<file path="config.mk">
export PLATFORM = sky130hd
export DESIGN_NAME = bit_serializer
export DESIGN_NICKNAME = d
export VERILOG_FILES = /design/src/rtl/serial_pkg.sv /design/src/rtl/bit_tick_gen.sv /design/src/rtl/bit_serializer.sv
export SDC_FILE = /design/constraint.sdc
export NUM_CORES = 1
export LEC_CHECK = 0
export ABC_AREA = 1
export CAP_MARGIN = 0
export CORE_AREA = 2 2 44 46
export CTS_CLUSTER_DIAMETER = 100
export DETAILED_ROUTE_END_ITERATION = 10
export DIE_AREA = 0 0 46 48
export GPL_TIMING_DRIVEN = 0
export PLACE_DENSITY = 0.68
export SYNTH_ARGS = -nofsm -noshare
export SYNTH_HDL_FRONTEND = slang
export SYNTH_SLANG_ARGS = --single-unit
</file>
<file path="constraint.sdc">
create_clock -name Clk -period 1.3 [get_ports Clk]
set_clock_uncertainty 0.1 [all_clocks]
set_input_delay 0.195 -clock Clk [delete_from_list [all_inputs] [get_ports Clk]]
set_output_delay 0.195 -clock Clk [all_outputs]
set_load 0.05 [all_outputs]
</file>
<file path="src/rtl/serial_pkg.sv">
// State encoding and line constants shared by the bit serializer and the
// downstream 101 sequence detector.
package serial_pkg;

  typedef enum logic {
    IDLE  = 1'b0,
    SHIFT = 1'b1
  } state_t;

  localparam int DEFAULT_WIDTH = 8;
  localparam int DEFAULT_DIV   = 1;

  // Level driven on the serial line when no word is in flight
  localparam logic IDLE_LEVEL = 1'b0;

endpackage

</file>
<file path="src/rtl/bit_tick_gen.sv">
// Bit-period counter: pulses tick in the last Clk cycle of every DIV-cycle
// bit period while enabled. Restarts on clear so a new word begins a full period.
module bit_tick_gen #(
  parameter int DIV = 1
) (
  input  logic Clk,
  input  logic Rst,
  input  logic clear,
  input  logic enable,
  output logic tick
);

  localparam int CW = (DIV > 1) ? $clog2(DIV) : 1;
  localparam logic [CW-1:0] LAST_COUNT = CW'(DIV - 1);

  logic [CW-1:0] r_count;

  always_ff @(posedge Clk) begin
    if (Rst || clear) begin
      r_count <= '0;
    end else if (enable) begin
      r_count <= (r_count == LAST_COUNT) ? '0 : r_count + CW'(1);
    end
  end

  // With one cycle per bit every cycle closes a period
  assign tick = (DIV == 1) ? 1'b1 : (r_count == LAST_COUNT);

endmodule

</file>
<file path="src/rtl/bit_serializer.sv">
// Parallel-to-serial converter feeding the 101 detector: accepts a word on a
// valid/ready handshake and shifts it out one bit per period, back-to-back capable.
module bit_serializer
  import serial_pkg::*;
#(
  parameter int WIDTH     = DEFAULT_WIDTH,
  parameter int DIV       = DEFAULT_DIV,
  parameter bit MSB_FIRST = 1'b1
) (
  input  logic             Clk,
  input  logic             Rst,
  input  logic [WIDTH-1:0] din,
  input  logic             load,
  output logic             ready,
  output logic             b,
  output logic             b_valid,
  output logic             last
);

  localparam int BW = $clog2(WIDTH);
  localparam logic [BW-1:0] LAST_BIT = BW'(WIDTH - 1);

  state_t           r_state;
  state_t           w_nextState;
  logic [WIDTH-1:0] r_shift;
  logic [BW-1:0]    r_bitCount;
  logic             w_shifting;
  logic             w_tick;
  logic             w_endOfWord;
  logic             w_accept;
  logic             w_head;

  assign w_shifting  = (r_state == SHIFT);
  assign w_endOfWord = w_shifting && (r_bitCount == LAST_BIT) && w_tick;
  assign w_accept    = load && ready;
  assign w_head      = MSB_FIRST ? r_shift[WIDTH-1] : r_shift[0];

  bit_tick_gen #(
    .DIV(DIV)
  ) u_tickGen (
    .Clk   (Clk),
    .Rst   (Rst),
    .clear (w_accept),
    .enable(w_shifting),
    .tick  (w_tick)
  );

  always_ff @(posedge Clk) begin
    if (Rst) begin
      r_state <= IDLE;
    end else begin
      r_state <= w_nextState;
    end
  end

  // The end-of-word cycle doubles as an accept slot so words can chain without a gap
  always_comb begin
    w_nextState = r_state;
    case (r_state)
      IDLE:    if (load) w_nextState = SHIFT;
      SHIFT:   if (w_endOfWord && !load) w_nextState = IDLE;
      default: w_nextState = IDLE;
    endcase
  end

  always_ff @(posedge Clk) begin
    if (Rst) begin
      r_shift    <= '0;
      r_bitCount <= '0;
    end else if (w_accept) begin
      r_shift    <= din;
      r_bitCount <= '0;
    end else if (w_shifting && w_tick) begin
      r_shift    <= MSB_FIRST ? {r_shift[WIDTH-2:0], 1'b0} : {1'b0, r_shift[WIDTH-1:1]};
      r_bitCount <= (r_bitCount == LAST_BIT) ? '0 : r_bitCount + BW'(1);
    end
  end

  assign ready   = !w_shifting || w_endOfWord;
  assign b       = w_shifting ? w_head : IDLE_LEVEL;
  assign b_valid = w_shifting;
  assign last    = w_endOfWord;

endmodule
</file>
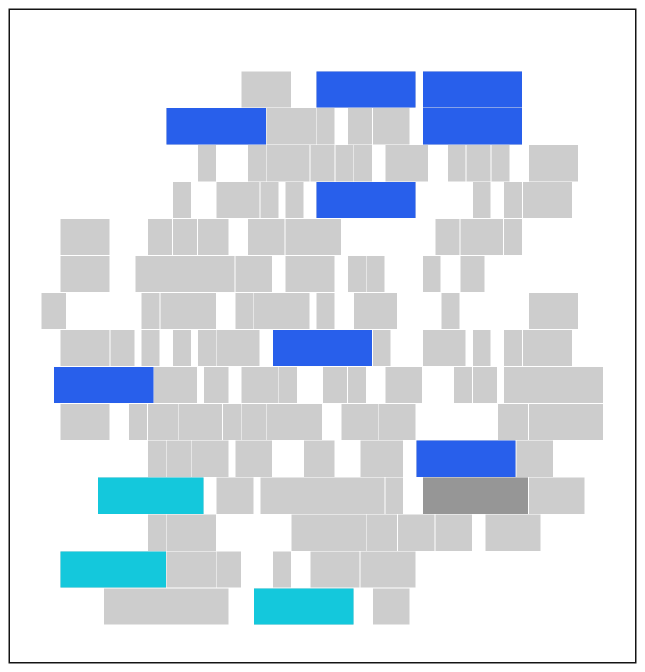
Figure 1: run 1, where the registers sit.
Key: cyan = r_bitCount [placed flops 3]; blue = r_shift [placed flops 8]

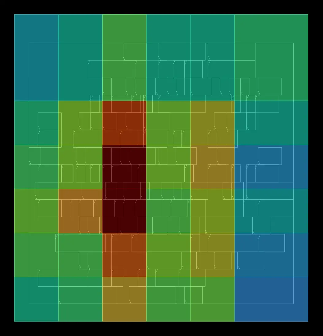
Figure 2: run 1, routing congestion map.
met2 usage in global routing: 21.94%
final core utilization: 61.26%
M1 GR Usage: 18.51%
gr usage total: 14.65%
M3 GR Usage: 3.396%

==> reports/results.ini, run 1 <==
[floorplan]
rows = 15
ioPinCount = 15
die_area_um2 = 2208
initial_core_util_pct = 40.74
core_um2 = 1689
die_h_um = 48
num_tap_cells = 17
fp.dieW_um = 46

[worst_setup_path]
crit_path_start = r_bitCount[0]
path_buffers = 3
path_max_fanout = 2
cp-start-kind = register
crit_cells = 6
rr_endpoint = r_shift[3]
crit_end = ready
critPathCaptureType = output pin
crit_required_ps = 1000
cp.arrival_ps = 1300
path_cells = ha_4, ha_4, inv_4, nand2_4, buf_12, buf_12
slowest_delay_ps = 340
crit_slowest_cell = dfxtp_2
regToRegSetupSlack_ps = -230
crit_type = reg -> out
reg2reg_depth = 10

[clock_network]
cts_max_path_buffers = 2
cts_tree = built
path_clk_slew_ps = 70
hold_buffers = 0
insertion_delay_ps = 280
numCtsBuffers = 3
cts_resized = 30
cts.sinks = 12
cts_root_buffer = clkbuf_4

[synth]
top_cells_by_count = nor2_1 (18), dfxtp_1 (12), inv_1 (11)
logic_family = simple AND/OR/NAND/NOR gates
synthArstFlopShare_pct = 0
top_area_share_pct = 34.91
yosys.area_share.xor_xnor_pct = 0
edf_count = 0
synth-adder-area-share_pct = 5.455
yosys_area_um2 = 688.2
area_leaders = dfxtp_1 (35%), nor2_1 (9.8%), a21oi_2 (8.9%)
synth_flops = 12
ys_seq_share_pct = 34.91
synth_area_um2 = 688.2
top_cell = nor2_1
ys_warn_count = 0
largest_area_cell = dfxtp_1
ys_sh_mux_pct = 2.909
yosys_cells = 93
yosysUniqueCellTypes = 17
synthAoiAreaFrac_pct = 16.91
fp_nets = 107
syn_avg_cell_area_um2 = 7.400
synthCells = 93
ys_sh_simple_pct = 26.00

[place]
dp.cells = 123
hpwlAfterDp_um = 954.5
gp_congestion = 0.7074
placed_cell_area_um2 = 894.6
place_ws_ps = -676.7

[power_and_ir_drop]
seq_power_uw = 407
clockPowerShare_pct = 25.7
power_frac_comb_pct = 28.4
p_sw_share_pct = 29.94
total_power_uw = 887.9
p_int_uw = 622.0
switchingPower_uw = 265.8
pwr-share-seq_pct = 45.9
maxPowerGroup = sequential cells
powerComb_uw = 252

[finish]
nNonClkBuffers = 27
comb_cells = 63
sh_comb_area_pct = 40.02
sh_seq_area_pct = 23.58
drive_above_1_share_pct = 42.37
seq_area_um2 = 244.0
synthToLayoutAreaGrowth_pct = 50.36
fillers = 154
largest_reg_flops = 8
largest_class = logic gates
final-clk-cell-share_pct = 2.177
nClkBuffers = 3
fin_nets = 134
flop-count = 12
n_antenna_cell = 0
buf_share_pct = 26.48
final_area_um2 = 1035

[final_timing]
setup_viol = 14
slew_headroom_pct = 81.65
finalSetupTns_ps = -2142
fmax_ghz = 0.6270
fin_crit_sh_pct = 122.7
setup_ws_ps = -294.8
tightest_slew_ps = 276.5
whs_ps = 265.5
hold_viol = 0
rsz0062_at_grt = true
slew_violations = 0

[routing]
routed-wl-met2_um = 684
drtIter0Drc = 20
wl_met1_um = 753
avgViaCountPerCell = 4.837
drc_errors = 0
maxUsedRoutingLayer = met4
route.met3.wl_um = 66
wl_um = 1564
routedWlPerCell_um = 11.59
num_vias = 653
postRouteAntennaNets = 0

[global_route]
grt_max_degree = 11
grt_overflow = 0
grt_pass1_wl_um = 2214
antenna_found_initial = 0
gr-max-usage-layer = met2
grt_pass1_vias = 533

[job]
drv_cap = 0
log.warning_count = 30

[hold_path]
hold_path_class = in -> reg
min_path_cells = 5
min_to = r_shift[2]

[status]
status = finished, violations left
violations = setup timing

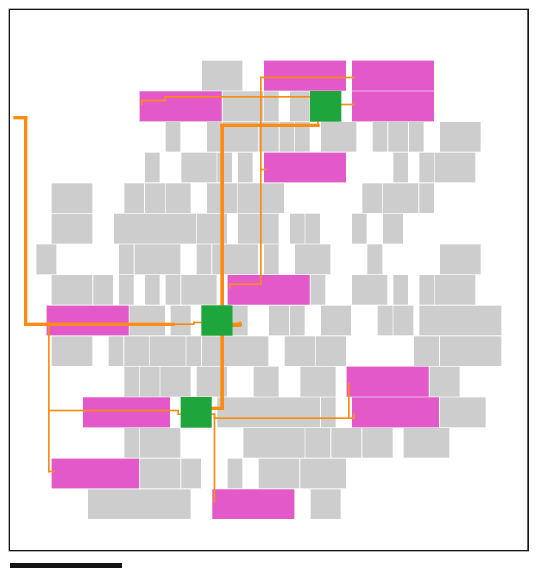
Figure 3: run 1, clock distribution.
Bar = 10 µm.
Key: orange = clock wires [length 179 µm]; green = clock-net drivers [count 3]; magenta = flip-flops [count 12]
There are 4 routed clock nets.

Figure 4. Wiring by layer (run 1).
Bar = 10 µm.
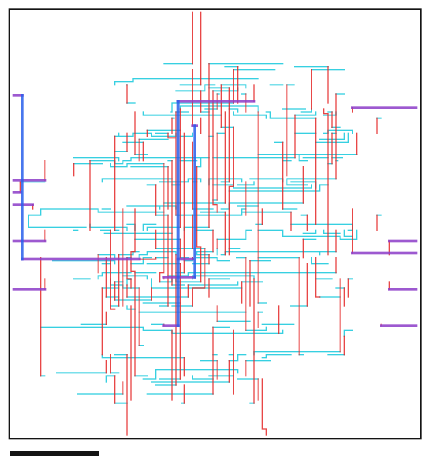

==> run 2: changes to the inputs <==
--- a/config.mk
+++ b/config.mk
@@ -6,6 +6,7 @@
 export NUM_CORES = 1
 export LEC_CHECK = 0
 export ABC_AREA = 1
+export ABC_CLOCK_PERIOD_IN_PS = 1300
 export CAP_MARGIN = 0
 export CORE_AREA = 2 2 44 46
 export CTS_CLUSTER_DIAMETER = 100
@@ -16,3 +17,4 @@
 export SYNTH_ARGS = -nofsm -noshare
 export SYNTH_HDL_FRONTEND = slang
 export SYNTH_SLANG_ARGS = --single-unit
+export TNS_END_PERCENT = 20
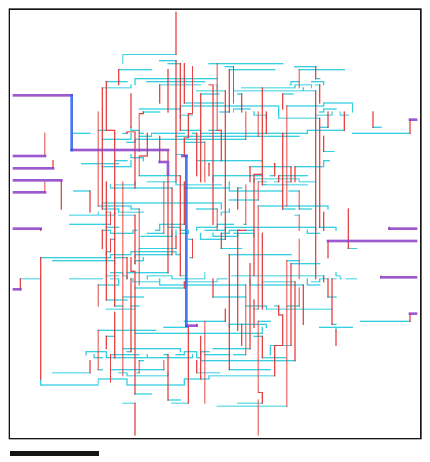
Figure 5: run 2, wiring by layer.
Bar = 10 µm.
Key: cyan = M1 [wire length 750 µm]; purple = M3 [wire length 59.3 µm]; blue = M4 [wire length 25.2 µm]; red = M2 [wire length 688 µm]

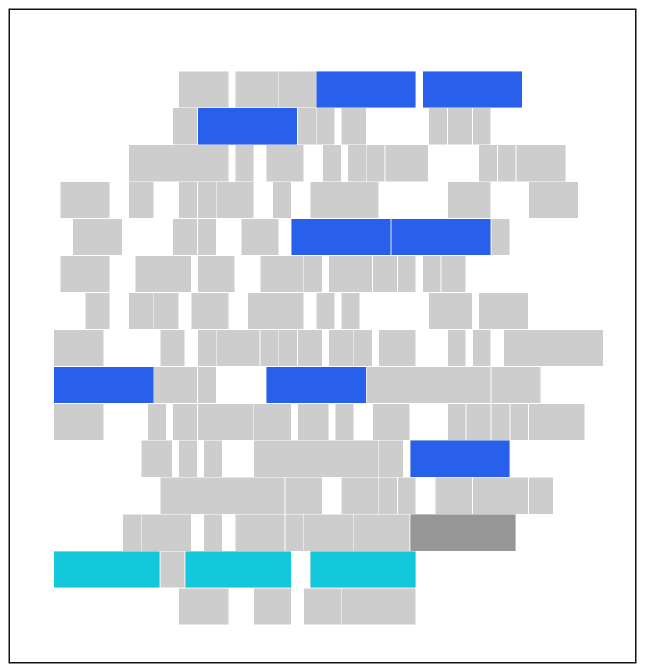
Figure 6: run 2, where the registers sit.
Key: cyan = r_bitCount [placed flops 3]; blue = r_shift [placed flops 8]
Another 1 sequential cells are not colored.

==> run 2 against run 1 <==
Compared with the run above:
- the run still ends with setup timing left
- core utilization rose by 0.44 points
- setup slack got worse by 20 ps
- clock power rose by 32%
- critical endpoint unchanged
- largest cell class unchanged
==> reports/results.ini, run 2 <==
[global_route]
use_met1_pct = 21.67  ; +3.2 points
grtUsageMet3_pct = 2.264  ; -1.1 points
grtUsageTotal_pct = 15.98  ; +1.3 points
grt_max_degree = 11  ; unchanged
grt_overflow = 0  ; unchanged
met2_usage_pct = 25.28  ; +3.3 points
grt_pass1_vias = 600  ; +13%
grt_pass1_wl_um = 2518  ; +14%
antenna_found_initial = 0  ; unchanged

[floorplan]
initial_core_util_pct = 40.74  ; unchanged
fp.dieW_um = 46  ; unchanged
rows = 15  ; unchanged
core_um2 = 1689  ; unchanged
die_area_um2 = 2208  ; unchanged
num_tap_cells = 17  ; unchanged
ioPinCount = 15  ; unchanged
die_h_um = 48  ; unchanged

[worst_setup_path]
critPathCaptureType = output pin
crit_slowest_cell = dfxtp_2
crit_path_start = r_bitCount[1]
path_max_fanout = 3  ; +1
cp.arrival_ps = 1320  ; +20 ps
rr_endpoint = r_shift[3]
path_cells = ha_4, ha_4, inv_4, nand2_4, buf_12, buf_12
crit_end = ready
regToRegSetupSlack_ps = -210  ; +20 ps
crit_cells = 6  ; unchanged
path_buffers = 3  ; unchanged
reg2reg_depth = 10  ; unchanged
slowest_delay_ps = 340  ; about the same
crit_type = reg -> out
crit_required_ps = 1000  ; about the same

[synth]
yosysUniqueCellTypes = 17  ; unchanged
edf_count = 0  ; unchanged
yosys_area_um2 = 688.2  ; unchanged
ys_warn_count = 0  ; unchanged
ys_seq_share_pct = 34.91  ; unchanged
yosys_cells = 93  ; unchanged
largest_area_cell = dfxtp_1
top_cells_by_count = nor2_1 (18), dfxtp_1 (12), inv_1 (11)
synthCells = 93  ; unchanged
synthAoiAreaFrac_pct = 16.91  ; unchanged
synth_area_um2 = 688.2  ; unchanged
top_cell = nor2_1
ys_sh_simple_pct = 26.00  ; unchanged
yosys.area_share.xor_xnor_pct = 0  ; unchanged
fp_nets = 107  ; unchanged
synthArstFlopShare_pct = 0  ; unchanged
synth-adder-area-share_pct = 5.455  ; unchanged
area_leaders = dfxtp_1 (35%), nor2_1 (9.8%), a21oi_2 (8.9%)
ys_sh_mux_pct = 2.909  ; unchanged
logic_family = simple AND/OR/NAND/NOR gates
synth_flops = 12  ; unchanged
syn_avg_cell_area_um2 = 7.400  ; unchanged

[final_timing]
fmax_ghz = 0.6193  ; -1.2%
setup_viol = 15  ; +1
setup_ws_ps = -314.8  ; -20.00 ps
slew_violations = 0  ; unchanged
finalSetupTns_ps = -2687  ; -544.9 ps
rsz0062_at_grt = true
whs_ps = 237.8  ; -27.70 ps
slew_headroom_pct = 83.51  ; +1.9 points
fin_crit_sh_pct = 124.2  ; +1.5 points
tightest_slew_ps = 249.1  ; -27.38 ps

[power_and_ir_drop]
clockPowerShare_pct = 32.2  ; +6.5 points
total_power_uw = 937.5  ; +5.6%
seq_power_uw = 406  ; about the same
powerComb_uw = 229  ; -9.1%
power_frac_comb_pct = 24.4  ; -4.0 points
maxPowerGroup = sequential cells
p_int_uw = 669.9  ; +7.7%
switchingPower_uw = 267.6  ; +0.66%

[clock_network]
path_clk_slew_ps = 80  ; about the same
cts.sinks = 12  ; unchanged
cts_resized = 33  ; +10%
cts_tree = built
hold_buffers = 0  ; unchanged
cts_root_buffer = clkbuf_4
numCtsBuffers = 3  ; unchanged
cts_max_path_buffers = 2  ; unchanged

[hold_path]
hold_path_class = in -> reg
hold_start = load
min_to = r_shift[0]
min_path_cells = 4  ; -1

[finish]
nNonClkBuffers = 28  ; +3.7%
final_area_um2 = 1042  ; +0.73%
largest_class = logic gates
nClkBuffers = 4  ; +1
fillers = 153  ; -0.65%
fin_nets = 135  ; +0.75%
sh_comb_area_pct = 39.98  ; -0.048 points
drive_above_1_share_pct = 40.00  ; -2.4 points
seq_area_um2 = 245.2  ; +0.51%
buf_share_pct = 26.05  ; -0.43 points
final-clk-cell-share_pct = 3.481  ; +1.3 points
flop-count = 12  ; unchanged
utilization_pct = 61.70  ; +0.44 points
sh_seq_area_pct = 23.53  ; -0.050 points
lay_top_cells = nor2_1 (18), buf_4 (11), nand2_1 (9), inv_1 (9), clkdlybuf4s50_1 (9)
largest_reg_flops = 8  ; unchanged
n_antenna_cell = 0  ; unchanged
synthToLayoutAreaGrowth_pct = 51.45
comb_cells = 63  ; unchanged

[routing]
num_vias = 643  ; -1.5%
route.met3.wl_um = 59  ; -11%
avgViaCountPerCell = 4.693  ; -3.0%
wl_um = 1522  ; -2.7%
routed-wl-met2_um = 687  ; +0.44%
postRouteAntennaNets = 0  ; unchanged
drtIter0Drc = 8  ; -60%
drc_errors = 0  ; unchanged
routedWlPerCell_um = 11.11  ; -4.1%
wl_met1_um = 750  ; -0.40%

[place]
placed_cell_area_um2 = 887.1  ; -0.84%
dp.cells = 123  ; unchanged
hpwlAfterDp_um = 925.6  ; -3.0%
gp_congestion = 0.7227  ; +2.2%
place_ws_ps = -668.8  ; +7.881 ps

[job]
drv_cap = 0  ; unchanged
log.warning_count = 30  ; unchanged

[status]
status = finished, violations left
violations = setup timing

Power is estimated from default activity; no workload was simulated.
